### src/rtl/ifetch.sv
// Instruction fetch unit: FETCH/WAIT/HOLD handshake between npc, instruction memory and decode.
// Define IFETCH_ALIGN_CHECK_EN to word-align accepted niaddr values and flag misalignment.
module ifetch #(
  parameter logic [31:0] RESET_PC = 32'h0000_3000,
  parameter int unsigned TIMEOUT  = 15
) (
  input  logic        clk,
  input  logic        rst_n,
  input  logic [31:0] niaddr,
  output logic [31:0] iaddr,
  output logic        imem_req,
  output logic [31:0] imem_addr,
  input  logic        imem_rvalid,
  input  logic [31:0] imem_rdata,
  output logic [31:0] ins,
  output logic        ins_valid,
  input  logic        ins_ready,
  output logic        fetch_err,
  output logic        addr_err
);

  typedef enum logic [1:0] {StFetch, StWait, StHold} state_e;

  localparam logic [7:0] TimeoutCnt = 8'(TIMEOUT);

  state_e      state_q;
  logic [31:0] pc_q;
  logic [31:0] ins_q;
  logic        ins_valid_q;
  logic        fetch_err_q;
  logic [7:0]  cnt_q;
  logic [7:0]  cnt_inc;
  logic [31:0] pc_next;
  logic        accept;

  assign cnt_inc = cnt_q + 8'd1;
  assign accept  = (state_q == StHold) && ins_ready;

`ifdef IFETCH_ALIGN_CHECK_EN
  logic addr_err_q;

  assign pc_next = {niaddr[31:2], 2'b00};

  always_ff @(posedge clk) begin
    if (!rst_n) begin
      addr_err_q <= 1'b0;
    end else if (accept && (niaddr[1:0] != 2'b00)) begin
      addr_err_q <= 1'b1;
    end
  end

  assign addr_err = addr_err_q;
`else
  assign pc_next  = niaddr;
  assign addr_err = 1'b0;
`endif

  always_ff @(posedge clk) begin
    if (!rst_n) begin
      state_q     <= StFetch;
      pc_q        <= RESET_PC;
      ins_q       <= '0;
      ins_valid_q <= 1'b0;
      cnt_q       <= '0;
      fetch_err_q <= 1'b0;
    end else begin
      unique case (state_q)
        StFetch: state_q <= StWait;
        StWait: begin
          // Data wins over a timeout landing in the same cycle.
          if (imem_rvalid) begin
            ins_q       <= imem_rdata;
            ins_valid_q <= 1'b1;
            cnt_q       <= '0;
            state_q     <= StHold;
          end else if (cnt_inc == TimeoutCnt) begin
            fetch_err_q <= 1'b1;
            cnt_q       <= '0;
            state_q     <= StFetch;
          end else begin
            cnt_q <= cnt_inc;
          end
        end
        StHold: begin
          if (ins_ready) begin
            pc_q        <= pc_next;
            ins_valid_q <= 1'b0;
            state_q     <= StFetch;
          end
        end
        default: state_q <= StFetch;
      endcase
    end
  end

  assign iaddr     = pc_q;
  assign imem_addr = pc_q;
  assign imem_req  = (state_q == StFetch);
  assign ins       = ins_q;
  assign ins_valid = ins_valid_q;
  assign fetch_err = fetch_err_q;

endmodule

### config.mk
export PLATFORM = sky130hd
export DESIGN_NAME = ifetch
export DESIGN_NICKNAME = d
export VERILOG_FILES = /design/src/rtl/ifetch.sv
export SDC_FILE = /design/constraint.sdc
export NUM_CORES = 1
export LEC_CHECK = 0
export ABC_AREA = 0
export CAP_MARGIN = 20
export CORE_MARGIN = 1.5
export CORE_UTILIZATION = 40
export DETAILED_ROUTE_END_ITERATION = 8
export PLACE_DENSITY = 0.8
export RECOVER_POWER = 25
export SETUP_SLACK_MARGIN = 0.05
export SYNTH_ARGS = -nofsm -noshare
export SYNTH_HDL_FRONTEND = slang
export SYNTH_SLANG_ARGS = --single-unit
### constraint.sdc
create_clock -name clk -period 2.1 [get_ports clk]
set_clock_uncertainty 0.05 [all_clocks]
set_input_delay 0.315 -clock clk [delete_from_list [all_inputs] [get_ports clk]]
set_output_delay 0.315 -clock clk [all_outputs]
set_load 0.05 [all_outputs]
### Placement by cell class, run 1

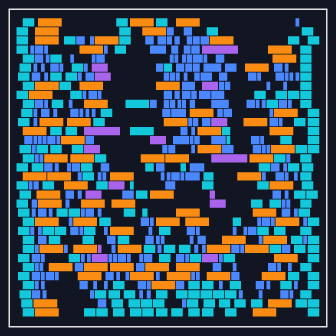
| colour | class | cells | share of their area |
|---|---|---|---|
| cyan | remaining buffers and delay cells | 175 | 35% |
| blue | remaining logic cells | 268 | 30% |
| orange | registers | 76 | 30% |
| purple | clock drivers and dummy loads | 16 | 5.0% |

### Clock nets, run 1

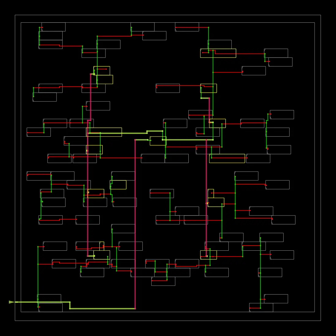
cts bufs inserted: 9
Clock Power: 0.00137 W
clk_lat worst skew: 340 ps
clock sink count: 76
Flop Count: 76

==> Slide: Implementation Results, run 1 <==
Key Metrics from the Run

Finish
  • Fin area: 5120 sq um
  • Area grow syn2layout: 51.8%
  • Inserted Diodes: 0
  • Final net count: around 600
  • Filler cell count: approximately 700
  • Share of layout cells above drive strength 1: approximately 6.7%
  • Commonest Layout Cell: clkdlybuf4s50_1
  • Storage cell area: approximately 1500 sq um
  • Area occupied by multi-input gates: between 1000 and 1500 sq um
  • Most frequent cells in the layout: clkdlybuf4s50_1 (162), nand2_1 (136), dfxtp_1 (76)

Hold path
  • Hold Path Class: in2reg

Floorplanning
  • Die area: 8990 sq um
  • Die H: 94.8 um
  • Die X: around 95 um
  • Row count: 33
  • Init Core Util: around two fifths
  • CORE AREA: just over 8000 sq um
  • I/O pin count: 168

Synth
  • Fraction of registers with async set/reset: 0%
  • Seq/Total Area, Yosys: ~45%
  • Largest cells by area: dfxtp_1 (45%), nand2_1 (15%), a21boi_0 (15%), buf_4 (7.6%), clkbuf_1 (1.6%)
  • Mapped cell area: 3370 sq um
  • Yosys cell count: between 400 and 500
  • Post-Synthesis Cells: between 400 and 500
  • Net count after synthesis: around 470
  • Synth flops: roughly 76
  • Leading area contributor after synthesis: dfxtp_1
  • Post-synth EDFFs: 0
  • YS warnings: 0
  • Post-Syn Area per Cell: between 8 and 9 sq um
  • Synth top cells by count: nand2_1 (136), dfxtp_1 (76), a21boi_0 (66), buf_4 (34), clkbuf_1 (14)
  • Yosys stat chip area: ~3400 sq um
  • Most frequent cell after synthesis: nand2_1
  • Synth cell types: about 43
  • Area leader share: 45.1%
  • Main flop type: dfxtp_1

Global routing
  • Antenna violations before repair: 0
  • Global route overflow: 0
  • Largest net degree at the start of global routing: 51
  • GR Util All Layers: around a fifth
  • First-pass GRT wire length: ~13,000 um
  • Number of global-route vias before repair: roughly 2,900

Setup path
  • Worst-path maximum fanout: 3
  • Crit path DAT: about 1600 ps
  • Max stage delay cell, worst path: clkdlybuf4s50_1
  • Critical Path RT: between 1500 and 2000 ps
  • Crit-path cells: clkdlybuf4s50_1
  • Crit start category: flip-flop
  • CP top delay family: buffers and inverters
  • Type of the worst setup path: reg2out
  • CP endpoint kind: primary output
  • Buf+Inv Stages, Crit Path: 1
  • CP peak stage delay: 830 ps

Final timing
  • Final Cycle Share: approximately 92%
  • Worst slew margin: slightly below 60%
  • Slew Viols, Final: 0
  • Final Hold Viols: 0
  • Final setup fails: 0
  • Crit path time final: just under 2000 ps
  • Setup TNS: 0 ps
  • Worst slew pin tran: between 600 and 700 ps
  • Fmax: between 500 and 600 MHz
  • RSZ-0062 raised after global routing: false

Clocking
  • CTS Hold Buffers Added: 0
  • Root buf cell: clkbuf_8
  • CTS resizes: 1
  • Postcts setup bufs: 0
  • CTS clk-pin slew, worst paths: around 70 ps
  • H-tree lvl count: 3
  • CTS tree: yes
  • CTS Buffer Depth: 2

Pwr
  • Pwr Density: ~680 nW/um^2
  • Total power: roughly 0.0035 W
  • Worst vdd rail ir drop: between 0.0004 and 0.0005 V
  • Leak: between 1.5 and 2 nW

Routing
  • Vias/cell: slightly below 5
  • Drt pass-1 iters: 4
  • ANT nets after route: 0
  • # DRC: 0
  • Iter 0 DRT Violations: 92
  • DR WL/cell: about 14 um

Placement
  • Area post-placement: approximately 4900 sq um
  • Input/output buffers: ~170
  • Routability cong.: between 0.7 and 0.8
  • DPL Wire Length: roughly 6400 um

Job
  • Tool Warnings: 27
  • Max Cap Viol: 0

Outcome
  • Status: completed
### The metal 4 layer, run 1

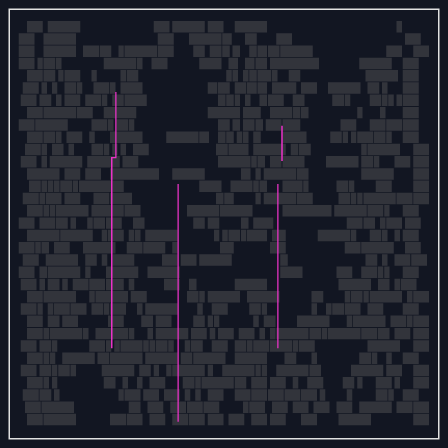
share of all routed wire: 1.8%
longest straight run: 52.4 um
nets with wire on the layer: 2
main direction: vertical
total routed wirelength: 8710 um
via count: 3,122

### Clock distribution, run 1

Bar = 20 um.
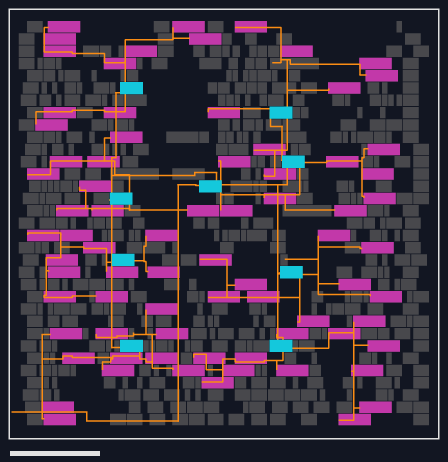
[cyan] clock-net drivers | count: 9
[orange] clock wires | length: 961 um
[magenta] flip-flops | count: 76
flops lie: spread over the die

run 1: metal layers:
metal / track usage (%) / vias to the layer above / part of all wire, %
met4: 9.33 / 0 / 1.8
met3: 8.29 / 12 / 11
li1: - / 1541 / -
met5: 0 / - / 0
met1: 20.6 / 1437 / 40
met2: 34.1 / 132 / 47
run 1: final cells by class:
class,instances,area share (%)
clock buffers,12,3.03
clock inverters,4,1.86
inverters,2,0.147
flip-flops and latches,76,29.7
well taps,105,2.57
multi-input cells,266,28.7
repair buffers,175,33.9
run 1: where the power goes:
part	internal, W	switching [W]	leakage [nW]
registers	0.00149	0.0000289	0.616
logic	0.000255	0.000330	1.04
clock network	0.000853	0.000520	0.127
run 1: per-stage QoR:
stage          util [%]  setup slack [ps]  cells  hold WS (ps)
2_1_floorplan         -               492    403           389
3_3_place_gp       59.8               202    624           398
3_5_place_dp       59.8               151    624           407
4_1_cts            62.8               146    640           358
5_1_grt            62.6              63.6    640           384
6_report           62.6               177    640           380
run 1: sequential cells by signal (all words and copies together), names as in the netlist:
signal	cells
ins_valid	1
ins	32
iaddr	32
state_q	2
fetch_err	1
cnt_q	8
run 1: cells by family after synthesis:
logic type	synth area share, %
compound gates	20.2
simple gates	22.7
buf+inv	11.2
fa+ha+maj	0.742
other cells	0.111
flops	45.1
run 1: worst paths after layout:
check | from | end | slack (ps) | depth (start not counted)
worst max register to register | cnt_q[1]$_SDFFE_PN0P_ | cnt_q[2]$_SDFFE_PN0P_ | 260 | 6
worst max-delay path | iaddr[18]$_SDFFE_PN0P_ | iaddr[18] | 180 | 1
worst min-delay path | rst_n | state_q[0]$_SDFFE_PN0P_ | 380 | 3
worst min register to register | ins[18]$_SDFFE_PN0P_ | ins[18]$_SDFFE_PN0P_ | 410 | 2
### Wire density map, run 1

19 x 19 tiles, from dark blue (low) to red (high), scaled to the fullest tile. Values are wire area over tile area, all layers added.
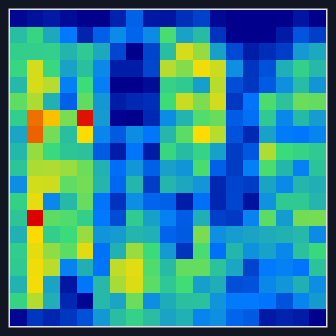

==> run 2, diff against run 1 <==
--- a/config.mk
+++ b/config.mk
@@ -13,6 +13,7 @@
 export PLACE_DENSITY = 0.8
 export RECOVER_POWER = 25
 export SETUP_SLACK_MARGIN = 0.05
+export SKIP_CTS_REPAIR_TIMING = 1
 export SYNTH_ARGS = -nofsm -noshare
 export SYNTH_HDL_FRONTEND = slang
 export SYNTH_SLANG_ARGS = --single-unit
### Wire density map, run 2

19 x 19 tiles, from dark blue (low) to red (high), scaled to the fullest tile. Values are wire area over tile area, all layers added.
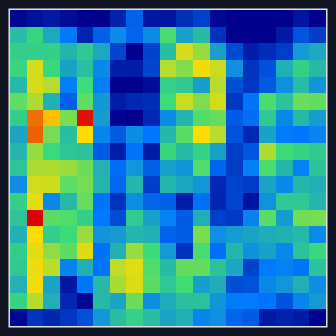
emptiest ninth of the die: north-east
tiles over half the peak: 21%
fullest tile: 0.47
densest ninth of the die: west
nearly empty tiles: 5.5%
mean over tiles: 0.16
DR WL/cell: 13.6 um
GR Util All Layers: 19.7%
total routed wirelength: 8710 um

==> Slide: Implementation Results, run 2 <==
Key Metrics from the Run

Outcome
  • Status: completed (unchanged)

Global routing
  • Antenna violations before repair: 0 (unchanged)
  • Number of global-route vias before repair: 2,883 (unchanged)
  • Largest net degree at the start of global routing: 51 (unchanged)
  • Global route overflow: 0 (unchanged)
  • First-pass GRT wire length: 13,500 um (unchanged)

Finish
  • Most frequent cells in the layout: clkdlybuf4s50_1 (162), nand2_1 (136), dfxtp_1 (76) (unchanged)
  • Inserted Diodes: 0 (unchanged)
  • Fin area: 5120 sq um (about the same)
  • Share of layout cells above drive strength 1: 6.73% (unchanged)
  • Commonest Layout Cell: clkdlybuf4s50_1 (unchanged)
  • Post-Layout Cell Count: 640 (unchanged)
  • Final net count: 600 (unchanged)
  • Util after Layout: 62.7% (was 62.6%)
  • Area grow syn2layout: 51.9% (was 51.8%)

Synth
  • Area leader share: 45.1% (unchanged)
  • Fraction of registers with async set/reset: 0% (unchanged)
  • Largest cells by area: dfxtp_1 (45%), nand2_1 (15%), a21boi_0 (15%), buf_4 (7.6%), clkbuf_1 (1.6%) (unchanged)
  • Leading area contributor after synthesis: dfxtp_1 (unchanged)
  • Synth flops: 76 (unchanged)
  • Post-Syn Area per Cell: 8.37 sq um (unchanged)
  • Main flop type: dfxtp_1 (unchanged)
  • Yosys stat chip area: 3370 sq um (unchanged)
  • Seq/Total Area, Yosys: 45.1% (unchanged)
  • Most frequent cell after synthesis: nand2_1 (unchanged)
  • Net count after synthesis: 473 (unchanged)
  • Mapped cell area: 3370 sq um (unchanged)
  • Post-synth EDFFs: 0 (unchanged)
  • Post-Synthesis Cells: 403 (unchanged)
  • Yosys cell count: 403 (unchanged)
  • YS warnings: 0 (unchanged)
  • Synth cell types: 43 (unchanged)
  • Synth top cells by count: nand2_1 (136), dfxtp_1 (76), a21boi_0 (66), buf_4 (34), clkbuf_1 (14) (unchanged)

Final timing
  • Crit path time final: 1920 ps (unchanged)
  • Final Cycle Share: 91.6% (unchanged)
  • Final Hold Viols: 0 (unchanged)
  • Final worst setup slack: 177 ps (unchanged)
  • Min Hold Slack: 380 ps (unchanged)
  • Final setup fails: 0 (unchanged)
  • Slew Viols, Final: 0 (unchanged)
  • Setup TNS: 0 ps (unchanged)
  • Worst slew pin tran: 617 ps (unchanged)
  • RSZ-0062 raised after global routing: false (unchanged)
  • Worst slew margin: 58.8% (unchanged)
  • Fmax: 520 MHz (unchanged)

Setup path
  • Critical Path RT: 1740 ps (about the same)
  • Worst-path maximum fanout: 3 (unchanged)
  • CP endpoint kind: primary output (unchanged)
  • Crit path DAT: 1560 ps (about the same)
  • Crit-path cells: clkdlybuf4s50_1 (unchanged)
  • CP peak stage delay: 830 ps (about the same)
  • Reg2reg start: cnt_q[1]$_SDFFE_PN0P_ (unchanged)
  • Max stage delay cell, worst path: clkdlybuf4s50_1 (unchanged)
  • CP top delay family: buffers and inverters (unchanged)
  • Type of the worst setup path: reg2out (unchanged)
  • Crit start category: flip-flop (unchanged)
  • FF-to-FF path depth: 6 (unchanged)
  • Reg-to-Reg End: cnt_q[2]$_SDFFE_PN0P_ (unchanged)
  • Buf+Inv Stages, Crit Path: 1 (unchanged)
  • R2r setup slk: 260 ps (about the same)

Placement
  • Input/output buffers: 166 (unchanged)
  • DPL Wire Length: 6380 um (unchanged)
  • Routability cong.: 0.752 (unchanged)
  • Placement Setup Slack: 151 ps (unchanged)
  • Area post-placement: 4890 sq um (unchanged)
  • Placed cell count: 624 (unchanged)

Clocking
  • Root buf cell: clkbuf_8 (unchanged)
  • H-tree lvl count: 3 (unchanged)
  • CTS Buffer Depth: 2 (unchanged)
  • CTS tree: yes (unchanged)
  • Clock sink count: 76 (unchanged)
  • CTS clk-pin slew, worst paths: 70 ps (about the same)
  • Clk_lat worst skew: 340 ps (about the same)
  • Cts bufs inserted: 9 (unchanged)

Pwr
  • Leak: 1.79 nW (was 1.78 nW)
  • Total power: 0.00348 W (was 0.00347 W)
  • Worst vdd rail ir drop: 0.000437 V (unchanged)
  • Pwr Density: 678 nW/um^2 (about the same)

Floorplanning
  • Row count: 33 (unchanged)
  • Die H: 94.8 um (unchanged)
  • CORE AREA: 8180 sq um (unchanged)
  • Die area: 8990 sq um (unchanged)
  • Die X: 94.8 um (unchanged)
  • Init Core Util: 41.2% (unchanged)
  • I/O pin count: 168 (unchanged)

Job
  • Max Cap Viol: 0 (unchanged)
  • Tool Warnings: 27 (unchanged)

Routing
  • Vias/cell: 4.88 (unchanged)
  • ANT nets after route: 0 (unchanged)
  • Drt pass-1 iters: 4 (unchanged)
  • Via count: 3,122 (unchanged)
  • Iter 0 DRT Violations: 92 (unchanged)
  • # DRC: 0 (unchanged)

Hold path
  • Hold_sp: rst_n (unchanged)
  • Hold path endpoint: state_q[0]$_SDFFE_PN0P_ (unchanged)
  • Hold Path Class: in2reg (unchanged)
  • Hold Path Depth: 3 (unchanged)
run 2: cell type report:
type                            instances  area, sq um
Clock buffer                           12          155
Clock inverter                          4         95.1
Fill cell                             698         3050
Inverter                                2         7.51
Multi-Input combinational cell        266         1470
Sequential cell                        76         1520
Tap cell                              105          131
Timing Repair Buffer                  175         1740
run 2: logic make-up (layout without fill, tap and decap cells):
kind of cell	Yosys count	in the layout	share of synthesized area [%]
flops	76	76	45.1
simple gates	173	173	22.7
fa+ha+maj	2	2	0.742
buf+inv	61	193	11.2
compound gates	90	90	20.2
other cells	1	1	0.111
run 2: power breakdown:
group / leakage [nW] / switching, W / internal, W
Combinational: 1.04 / 0.000330 / 0.000256
Clock: 0.127 / 0.000520 / 0.000853
Sequential: 0.616 / 0.0000289 / 0.00149
run 2: worst max path at each step:
| stage | startpoint | end | slack, ps | cells after the start |
|---|---|---|---|---|
| 2_1_floorplan | cnt_q[1]$_SDFFE_PN0P_ | cnt_q[3]$_SDFFE_PN0P_ | 490 | 6 |
| 3_3_place_gp | imem_rvalid | ins[2]$_SDFFE_PN0P_ | 200 | 5 |
| 3_5_place_dp | imem_rvalid | ins[23]$_SDFFE_PN0P_ | 150 | 5 |
| 4_1_cts | state_q[0]$_SDFFE_PN0P_ | imem_req | 50 | 2 |
| 5_1_grt | cnt_q[1]$_SDFFE_PN0P_ | cnt_q[2]$_SDFFE_PN0P_ | 60 | 6 |
| 6_report | iaddr[18]$_SDFFE_PN0P_ | iaddr[18] | 180 | 1 |
run 2: routing by layer:
layer	GRT usage, %	vias up	wire (um)
met5	0	-	0
met4	9.33	0	153
met2	34.1	132	4090
met3	8.29	12	962
met1	20.6	1437	3500
li1	-	1541	-
### Placement by cell class, run 2

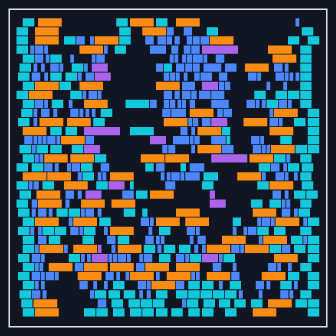

==> run 3, diff against run 2 <==
--- a/config.mk
+++ b/config.mk
@@ -10,8 +10,8 @@
 export CORE_MARGIN = 1.5
 export CORE_UTILIZATION = 40
 export DETAILED_ROUTE_END_ITERATION = 8
+export MAX_ROUTING_LAYER = met4
 export PLACE_DENSITY = 0.8
-export RECOVER_POWER = 25
 export SETUP_SLACK_MARGIN = 0.05
 export SKIP_CTS_REPAIR_TIMING = 1
 export SYNTH_ARGS = -nofsm -noshare
### Placement by cell class, run 3

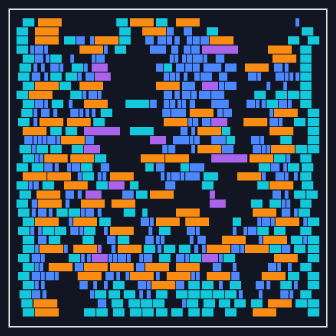
| colour | class | cells | share of their area |
|---|---|---|---|
| orange | registers | 76 | 30% |
| purple | clock drivers and dummy loads | 16 | 5.0% |
| blue | remaining logic cells | 268 | 30% |
| cyan | remaining buffers and delay cells | 175 | 35% |

==> Slide: Implementation Results, run 3 <==
Key Metrics from the Run

Outcome
  • Status: completed (unchanged)

Final timing
  • Setup TNS: 0 ps (unchanged)
  • Slew Viols, Final: 0 (unchanged)
  • Final setup fails: 0 (unchanged)
  • Worst slew margin: 59.1% (was 58.8%)
  • Final Cycle Share: 91.7% (was 91.6%)
  • RSZ-0062 raised after global routing: false (unchanged)
  • Worst slew pin tran: 613 ps (was 617 ps)

Setup path
  • Type of the worst setup path: reg2out (unchanged)
  • Reg2reg start: cnt_q[0]$_SDFFE_PN0P_ (was cnt_q[1]$_SDFFE_PN0P_)
  • Max stage delay cell, worst path: clkdlybuf4s50_1 (unchanged)
  • Buf+Inv Stages, Crit Path: 1 (unchanged)
  • R2r setup slk: 290 ps (was 260 ps)
  • Crit-path cells: clkdlybuf4s50_1 (unchanged)
  • Critical Path RT: 1740 ps (about the same)
  • Reg-to-Reg End: cnt_q[2]$_SDFFE_PN0P_ (unchanged)
  • Worst-path maximum fanout: 3 (unchanged)
  • Crit start category: flip-flop (unchanged)
  • CP endpoint kind: primary output (unchanged)
  • CP peak stage delay: 830 ps (about the same)
  • FF-to-FF path depth: 6 (unchanged)

Floorplanning
  • Init Core Util: 41.2% (unchanged)
  • Die H: 94.8 um (unchanged)
  • Row count: 33 (unchanged)
  • Die area: 8990 sq um (unchanged)
  • Die X: 94.8 um (unchanged)

Finish
  • Inserted Diodes: 0 (unchanged)
  • Area grow syn2layout: 52.4% (was 51.9%)
  • Util after Layout: 62.9% (was 62.7%)
  • Commonest Layout Cell: clkdlybuf4s50_1 (unchanged)
  • Final net count: 600 (unchanged)
  • Storage cell area: 1520 sq um (unchanged)
  • Area occupied by multi-input gates: 1480 sq um (was 1470 sq um)
  • Most frequent cells in the layout: clkdlybuf4s50_1 (164), nand2_1 (136), dfxtp_1 (76) (was clkdlybuf4s50_1 (162), nand2_1 (136), dfxtp_1 (76))
  • Filler cell count: 694 (was 698)

Routing
  • Vias/cell: 4.90 (was 4.88)
  • Drt pass-1 iters: 4 (unchanged)
  • Total routed wirelength: 8730 um (was 8710 um)
  • # DRC: 0 (unchanged)
  • DR WL/cell: 13.6 um (about the same)
  • Iter 0 DRT Violations: 96 (was 92)

Job
  • Tool Warnings: 27 (unchanged)
  • Max Cap Viol: 0 (unchanged)

Synth
  • Post-Syn Area per Cell: 8.37 sq um (unchanged)
  • Net count after synthesis: 473 (unchanged)
  • Xor/xnor share: 0% (unchanged)
  • Synth flops: 76 (unchanged)
  • Area leader share: 45.1% (unchanged)
  • Mapped cell area: 3370 sq um (unchanged)
  • Leading area contributor after synthesis: dfxtp_1 (unchanged)
  • Largest cells by area: dfxtp_1 (45%), nand2_1 (15%), a21boi_0 (15%), buf_4 (7.6%), clkbuf_1 (1.6%) (unchanged)
  • Yosys stat chip area: 3370 sq um (unchanged)
  • Aoi share: 20.2% (unchanged)
  • Fraction of registers with async set/reset: 0% (unchanged)
  • Post-Synthesis Cells: 403 (unchanged)
  • Post-synth EDFFs: 0 (unchanged)
  • Yosys cell count: 403 (unchanged)
  • Multiplexer share of the synthesized area: 0% (unchanged)
  • YS warnings: 0 (unchanged)

Pwr
  • Worst vdd rail ir drop: 0.000437 V (about the same)
  • Leak: 1.79 nW (about the same)

Global routing
  • Largest net degree at the start of global routing: 51 (unchanged)
  • Number of global-route vias before repair: 2,884 (was 2,883)
  • Antenna violations before repair: 0 (unchanged)

Hold path
  • Hold Path Class: in2reg (unchanged)
  • Hold Path Depth: 3 (unchanged)

Clocking
  • H-tree lvl count: 3 (unchanged)
  • Clk_lat worst skew: 340 ps (about the same)
  • CTS clk-pin slew, worst paths: 70 ps (about the same)

Placement
  • Routability cong.: 0.761 (was 0.752)
[run 3: worst max path at each step]
stage | endpoint | slack (ps) | cells past startpoint
2_1_floorplan | cnt_q[3]$_SDFFE_PN0P_ | 490 | 6
3_3_place_gp | ins[2]$_SDFFE_PN0P_ | 200 | 5
3_5_place_dp | ins[23]$_SDFFE_PN0P_ | 150 | 5
4_1_cts | imem_req | 50 | 2
5_1_grt | cnt_q[2]$_SDFFE_PN0P_ | 110 | 6
6_report | iaddr[18] | 180 | 1
[run 3: metrics by stage]
| stage | hold slack, ps | setup WS (ps) | cells | total power, W | cell area (sq um) |
|---|---|---|---|---|---|
| global route | 384 | 112 | 640 | 0.00360 | 5140 |
| floorplan | 389 | 492 | 403 | 0.00188 | 3370 |
| global placement | 398 | 202 | 624 | 0.00213 | 4890 |
| detailed placement | 407 | 151 | 624 | 0.00214 | 4890 |
| CTS | 358 | 45.5 | 640 | 0.00352 | 5140 |
| finish | 376 | 175 | 640 | 0.00348 | 5140 |
[run 3: where the power goes]
part | switching, W | total (W) | leakage [nW] | internal, W
Sequential | 0.0000291 | 0.00152 | 0.616 | 0.00149
Combinational | 0.000330 | 0.000588 | 1.05 | 0.000258
Clock | 0.000524 | 0.00138 | 0.127 | 0.000853
Total | 0.000883 | 0.00348 | 1.79 | 0.00260
[run 3: cell type report]
type,count,area share (%)
repair buffers,175,34.1
flip-flops and latches,76,29.6
multi-input cells,266,28.7
clock buffers,12,3.02
well taps,105,2.56
clock inverters,4,1.85
inverters,2,0.146
[run 3: per-layer routing]
layer | global-route usage [%] | share of wire, %
met3 | 6.68 | 9.4
met4 | 9.33 | 1.8
met5 | - | 0
met2 | 34.1 | 47
met1 | 21.6 | 42
No activity file was given, so power comes from the tool's default toggle rates.
